==> config.mk <==
export PLATFORM = sky130hd
export DESIGN_NAME = pipe_hazard_ctrl
export DESIGN_NICKNAME = d
export VERILOG_FILES = /design/src/rtl/pipe_pkg.sv /design/src/rtl/pipe_fwd_sel.sv /design/src/rtl/pipe_hazard_ctrl.sv
export SDC_FILE = /design/constraint.sdc
export NUM_CORES = 1
export LEC_CHECK = 0
export CORE_ASPECT_RATIO = 0.7
export CORE_UTILIZATION = 48
export DETAILED_ROUTE_END_ITERATION = 12
export PLACE_DENSITY = 0.92
export SYNTH_ARGS = -nofsm -noshare
export SYNTH_HDL_FRONTEND = slang
export SYNTH_SLANG_ARGS = --single-unit
==> constraint.sdc <==
create_clock -name clk_i -period 2.7 [get_ports clk_i]
set_clock_uncertainty 0.2 [all_clocks]
set_input_delay 0.405 -clock clk_i [delete_from_list [all_inputs] [get_ports clk_i]]
set_output_delay 0.405 -clock clk_i [all_outputs]
set_load 0.005 [all_outputs]
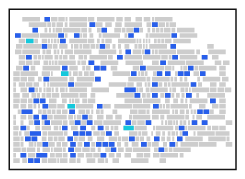
(images/gate_families.png)
Drawn at 2 px/um.
[XOR/XNOR gates] blue | cells: 101 | most used: xnor2_1 | where: all over the die
[multiplexers] cyan | cells: 4 | most used: mux2_2
number of standard cells in the final layout excluding fillers: 715
most common library cell in the layout ignoring fill and taps: clkdlybuf4s50_1
logic share of the area: 39.0%

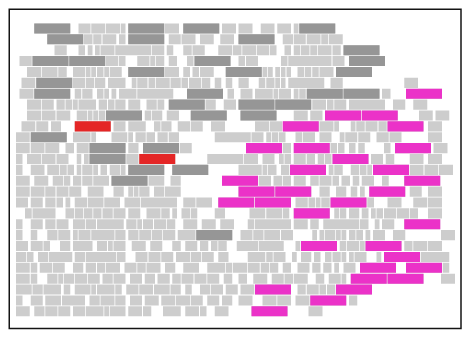
(images/registers.png)
Drawn at 4 px/um.
[stall_cnt_o] magenta | flops: 32
[cnt_q] red | flops: 2
not coloured: 34
final core utilization: 76.6%
P_seq: 1.32 mW
register cell area after layout: 1700 um2
flop share of the area: 27.5%

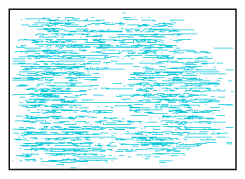
(images/met1.png)
Drawn at 2 px/um.
share of all routed wire: 39%
wire length on this layer: 5140 um
Global Route met1 Usage: 35.6%
total via count in the routed design: 4193
Final Routed Wirelength: 13.0 mm

==> run_results.csv <==
group,metric,value,unit
die,area_of_the_core,8070,um2
final_timing,min_period,2.68,ns
power,pg_comb,1.15,mW
power,dominant_power_group,"registers",
die,die_w,113,um
cells_and_area,layout.nets,661,
cells_and_area,clkCellAreaFrac,4.75,%
synthesis,synth-cells-yosys,435,
final_timing,worst_slew_slack_as_a_fraction_of_its_limit,59.8,%
setup_path,r2r_setup_slack,0.24,ns
clock_tree,htreeDepth,3,
status,outcome,"finished clean",
final_timing,layout_setup_ws,0.0198,ns
clock_tree,cts.sinks,68,
synthesis,avg_cell_area_syn,9.45,um2
clock_tree,worst_setup_hold_path_clk_slew,0.06,ns
cells_and_area,layout_cell_share_with_drive_strength_beyond_1,20.4,%
setup_path,worstPathBufferInverterCount,3,
power,power.net_switching,1.14,mW
place,placement.cell_area,5780,um2
clock_tree,cts_made_buffers,9,
die,ioPinCount,126,
clock_tree,post_cts_hold_buffer_count,1,
place,finalWeightedCongestion,0.885,
power,worst_ir_drop_vdd,0.503,mV
detailed_routing,met2RoutedLength,6.55,mm
setup_path,critical_path_required,2.71,ns
power,power_frac_clock,32.2,%
synthesis,synth.top_cell.area_share,41.4,%
cells_and_area,layout_top_cells_excl_fill_tap,"clkdlybuf4s50_1 (89), dfrtp_1 (68), xnor2_1 (55), buf_4 (54), xor2_1 (42)",
global_route,met3_usage,7.82,%
final_timing,max_clock_freq,373,MHz
die,num_rows,27,
die,die_height,79.4,um
detailed_routing,drt_first_pass_iters,5,
die,initCoreUtil,50.9,%
final_timing,setup-violations-final,0,
synthesis,yosys-stat-area,4110,um2
clock_tree,cts.path.max_buffers,2,
cells_and_area,count_of_non_cts_inverters_in_the_layout,5,
final_timing,rsz0062_at_grt,"true",
cells_and_area,final.fill_count,511,
detailed_routing,met1_layer_wirelength_in_the_final_routing,5.14,mm
final_timing,finalHoldWorstSlack,0.291,ns
detailed_routing,detailedRoute.firstIterationViolations,249,
place,placement.io_buffers,125,
clock_tree,clock_insertion_delay_worst_skew,0.33,ns
detailed_routing,route.antenna.remaining_nets,0,
final_timing,timing.final.max_slew_violations,0,
run,cap_viol_max_count,0,
cells_and_area,antenna_cells,0,
power,clk-power,1.17,mW
clock_tree,cts_resized,78,
cells_and_area,num-multi-input-gates,341,
synthesis,yosys_warnings,0,
final_timing,tightest_slew,0.601,ns
setup_path,crit_fanout,5,
cells_and_area,seq_cells,68,
synthesis,netlist_area,4110,um2
synthesis,synth.comb.largest_family,"simple AND/OR/NAND/NOR gates",
cells_and_area,area_used_by_multi_input_combinational_logic,2410,um2
place,placed_cells_incl_taps,693,
setup_path,crit_path_end_kind,"register",
global_route,global_route_wire_length_before_repair,21.0,mm
setup_path,criticalPathCategory,"in -> reg",
setup_path,crit_path_max_incr_delay,0.54,ns
synthesis,ys_sh_xor,21.5,%
clock_tree,post_cts.repair.setup_buffers,3,
final_timing,hold_viol_final,0,
global_route,globalRoute.totalOverflow,0,
min_path,min_path_type,"reg -> reg",
cells_and_area,final-nonclk-buf-share,26.4,%
synthesis,synth_flop_count,68,
setup_path,crit_path_cell_trace,"clkdlybuf4s15_1 -> nand3_1 -> or4b_4 -> nor3b_4 -> a31oi_4 -> buf_6 -> buf_4 -> nand3b_1 -> or3b_4 -> xnor2_2",
setup_path,worst_path_dominant_cell_family,"simple AND/OR/NAND/NOR gates",
global_route,grt_usage,30.4,%
die,num_tap_cells,101,
synthesis,yosys_most_used_dff,"dfrtp_1",
cells_and_area,largest_class,"multi-input combinational cells",
final_timing,layout_worst_path_cycle_share,99.3,%
power,p_comb_share,31.6,%
global_route,globalRoute.busiestLayer,"met2",
cells_and_area,layout.clock_buffers,10,
die,chipArea,8940,um2
power,pwr-share-seq,36.2,%
place,pre_cts_slack,-0.607,ns
power,intPower,2.49,mW
final_timing,setup-tns-final,0,ns
setup_path,crit_arrival,2.69,ns
setup_path,critical_path_cell_count,10,
global_route,grt_max_degree,69,
synthesis,post-synth-top-count-cell,"dfrtp_1",
cells_and_area,buffers,184,
detailed_routing,routed_wire_length_per_instance,18.2,um
synthesis,synthAoiAreaFrac,1.40,%
synthesis,synthSimpleGateAreaFrac,30.6,%
synthesis,synth-seq-area-share,41.4,%
power,cellLeakagePower,2.74,nW
Power is estimated from default activity; no workload was simulated.
